## config.mk

```make
export PLATFORM = sky130hd
export DESIGN_NAME = intersection_phase_scheduler
export DESIGN_NICKNAME = d
export VERILOG_FILES = /design/src/rtl/traffic_pkg.sv /design/src/rtl/rr_arbiter4.sv /design/src/rtl/intersection_phase_scheduler.sv
export SDC_FILE = /design/constraint.sdc
export NUM_CORES = 1
export LEC_CHECK = 0
export ABC_AREA = 1
export CAP_MARGIN = 20
export CELL_PAD_IN_SITES_DETAIL_PLACEMENT = 1
export CELL_PAD_IN_SITES_GLOBAL_PLACEMENT = 1
export CORE_ASPECT_RATIO = 0.5
export CORE_MARGIN = 4
export CORE_UTILIZATION = 30
export DETAILED_ROUTE_END_ITERATION = 10
export GPL_TIMING_DRIVEN = 1
export PLACE_DENSITY_LB_ADDON = 0.1
export SYNTH_ARGS = -nofsm -noshare
export SYNTH_HDL_FRONTEND = slang
export SYNTH_SLANG_ARGS = --single-unit
```

## constraint.sdc

```tcl
create_clock -name clk -period 2.62 [get_ports clk]
set_input_delay 0.262 -clock clk [delete_from_list [all_inputs] [get_ports clk]]
set_output_delay 0.262 -clock clk [all_outputs]
set_load 0.005 [all_outputs]
```

## src/rtl/traffic_pkg.sv

```systemverilog
// Shared definitions for the intersection controllers: light encodings,
// phase-state encoding, phase indices and small decode helpers.
package traffic_pkg;

    localparam logic [2:0] LIGHT_RED    = 3'b100;
    localparam logic [2:0] LIGHT_YELLOW = 3'b010;
    localparam logic [2:0] LIGHT_GREEN  = 3'b001;

    typedef enum logic [1:0] {
        PS_ALL_RED = 2'b00,
        PS_GREEN   = 2'b01,
        PS_YELLOW  = 2'b10
    } phase_state_t;

    localparam logic [1:0] NS_THRU = 2'd0;
    localparam logic [1:0] EW_THRU = 2'd1;
    localparam logic [1:0] NS_LEFT = 2'd2;
    localparam logic [1:0] EW_LEFT = 2'd3;

    function automatic logic [1:0] onehot_to_idx(input logic [3:0] oh);
        logic [1:0] idx;
        idx = '0;
        for (int i = 0; i < 4; i++) begin
            if (oh[i]) idx = 2'(i);
        end
        return idx;
    endfunction

    // Granted phase shows the current colour; every other phase is red.
    function automatic logic [11:0] light_word(input phase_state_t ps, input logic [3:0] g);
        logic [11:0] lw;
        lw = '0;
        for (int i = 0; i < 4; i++) begin
            if (g[i] && ps == PS_GREEN)
                lw[3*i +: 3] = LIGHT_GREEN;
            else if (g[i] && ps == PS_YELLOW)
                lw[3*i +: 3] = LIGHT_YELLOW;
            else
                lw[3*i +: 3] = LIGHT_RED;
        end
        return lw;
    endfunction

endpackage

```

## src/rtl/rr_arbiter4.sv

```systemverilog
// Combinational four-way round-robin arbiter: the first set request bit
// after the last-served index wins, wrapping modulo 4.
module rr_arbiter4 (
    input  logic [3:0] req_mask,
    input  logic [1:0] last,
    output logic [3:0] winner,
    output logic       valid
);

    logic [1:0] idx;

    always_comb begin
        winner = '0;
        idx    = '0;
        for (int k = 1; k <= 4; k++) begin
            idx = last + 2'(k);
            if (winner == '0 && req_mask[idx]) winner[idx] = 1'b1;
        end
    end

    assign valid = |req_mask;

endmodule

```

## src/rtl/intersection_phase_scheduler.sv

```systemverilog
// Tick-driven four-phase green-time scheduler with min/max green, yellow,
// all-red clearance and a manual/emergency hold that forces all-red.
//
// state      | meaning
// PS_ALL_RED | clearance interval, or idle (timer 0) waiting for a request
// PS_GREEN   | granted phase green; gap-out / max-out / dwell decided per tick
// PS_YELLOW  | granted phase yellow, then clearance
module intersection_phase_scheduler
    import traffic_pkg::*;
#(
    parameter int TW        = 4,
    parameter int MIN_GREEN = 5,
    parameter int MAX_GREEN = 10,
    parameter int YELLOW    = 2,
    parameter int ALL_RED   = 1
) (
    input  logic          clk,
    input  logic          rst,
    input  logic          tick,
    input  logic [3:0]    req,
    input  logic          hold,
    output logic [3:0]    grant,
    output logic [11:0]   light,
    output logic [1:0]    phase_state,
    output logic [TW-1:0] timer
);

    localparam logic [TW-1:0] T_MAX    = TW'(MAX_GREEN);
    localparam logic [TW-1:0] T_YELLOW = TW'(YELLOW);
    localparam logic [TW-1:0] T_ALLRED = TW'(ALL_RED);
    localparam logic [TW-1:0] T_ONE    = TW'(1);
    // Elapsed green e = MAX - t + 1 reaches MIN once t drops to this value.
    localparam logic [TW-1:0] T_GAP_OK = TW'(MAX_GREEN - MIN_GREEN + 1);

    phase_state_t  state, state_n;
    logic [3:0]    grant_n;
    logic [TW-1:0] timer_n;
    logic [1:0]    ptr, ptr_n;

    logic [3:0] arb_mask;
    logic [3:0] arb_winner;
    logic       arb_valid;
    logic       own_req;
    logic       gap_out;
    logic       max_out;

    // In GREEN the arbiter only answers "is anyone else waiting?".
    assign arb_mask = (state == PS_GREEN) ? (req & ~grant) : req;

    rr_arbiter4 u_arb (
        .req_mask (arb_mask),
        .last     (ptr),
        .winner   (arb_winner),
        .valid    (arb_valid)
    );

    assign own_req = |(req & grant);
    assign gap_out = (timer <= T_GAP_OK) && !own_req && arb_valid;
    assign max_out = (timer == T_ONE) && arb_valid;

    always_comb begin
        state_n = state;
        grant_n = grant;
        timer_n = timer;
        ptr_n   = ptr;
        case (state)
            PS_ALL_RED: begin
                if (tick) begin
                    if (timer <= T_ONE) begin
                        if (!hold && arb_valid) begin
                            state_n = PS_GREEN;
                            grant_n = arb_winner;
                            timer_n = T_MAX;
                            ptr_n   = onehot_to_idx(arb_winner);
                        end else begin
                            timer_n = '0;
                        end
                    end else begin
                        timer_n = timer - T_ONE;
                    end
                end
            end
            PS_GREEN: begin
                if (hold) begin
                    state_n = PS_YELLOW;
                    timer_n = T_YELLOW;
                end else if (tick) begin
                    if (gap_out || max_out) begin
                        state_n = PS_YELLOW;
                        timer_n = T_YELLOW;
                    end else if (timer == T_ONE) begin
                        timer_n = T_MAX;
                    end else begin
                        timer_n = timer - T_ONE;
                    end
                end
            end
            PS_YELLOW: begin
                if (tick) begin
                    if (timer <= T_ONE) begin
                        state_n = PS_ALL_RED;
                        timer_n = T_ALLRED;
                        grant_n = '0;
                    end else begin
                        timer_n = timer - T_ONE;
                    end
                end
            end
            default: begin
                state_n = PS_ALL_RED;
                grant_n = '0;
                timer_n = T_ALLRED;
            end
        endcase
    end

    always_ff @(posedge clk or negedge rst) begin
        if (!rst) begin
            state <= PS_ALL_RED;
            grant <= '0;
            timer <= T_ALLRED;
            ptr   <= EW_LEFT;
            light <= {LIGHT_RED, LIGHT_RED, LIGHT_RED, LIGHT_RED};
        end else begin
            state <= state_n;
            grant <= grant_n;
            timer <= timer_n;
            ptr   <= ptr_n;
            light <= light_word(state_n, grant_n);
        end
    end

    assign phase_state = state;

endmodule
```

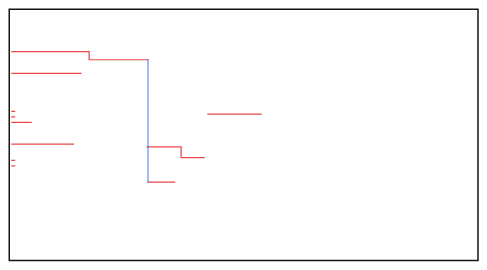
Figure 1: routed metal, one colour a layer.
Scale: 4 px per um. Only two layers are drawn.
colour	layer	wire length
blue	metal 4	30.6 um
red	metal 3	113 um

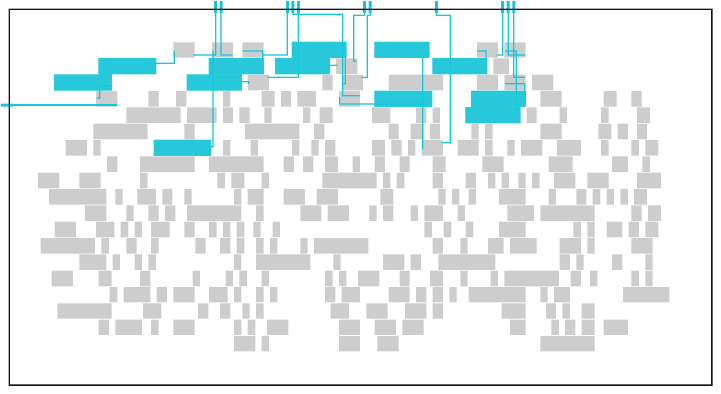
Figure 2: wires at chosen ports, followed through buffers.
Scale: 6 px per um.
colour	port	bits	direction	edge	end cells	wire
cyan	light	12	output	11 north, 1 west	12	263 um

==> impl_metrics.yaml <==
# implementation run metrics
layout:
  nets: 294
  dominant_cells: "multi-input combinational cells"
  clock_buffers: 4
  ff_count: 24
  seq_area_um2: 609
  largest-register: "light"
power_and_ir_drop:
  p_seq_share_pct: 20.2
  power.density_nw_per_um2: 1370
  power.leakage_nw: 1.09
placement:
  portBuffers: 29
  globalplace.congestion: 0.888
cts:
  cts_root_buffer: "clkbuf_16"
  htreeDepth: 1
  postCtsSetupBuffers: 0
setup_path:
  critPathBufInv: 2
  ff2ff_path_depth: 15
  crit_type: "reg2reg"
  cp_common_cell: "nand2_2"
yosys:
  ys_sh_xor_pct: 0.986
  netlist_area_um2: 1780
  fp_nets: 253
  synthArstFlopShare_pct: 100
  synthFlopType: "dfrtp_1"
  ys_sh_aoi_pct: 14.2
outcome:
  status: "finished clean"
die:
  fp_util_pct: 31.7
  std_cell_rows: 19
final_timing:
  hold_violations: 0
  tns_ps: 0
  max-slew-margin-rel_pct: 73.3
global_routing:
  use_met1_pct: 22.7
  antenna_found_initial: 0
  met2_usage_pct: 23.2
  overflow: 0
routing:
  wirelength_um: 5350
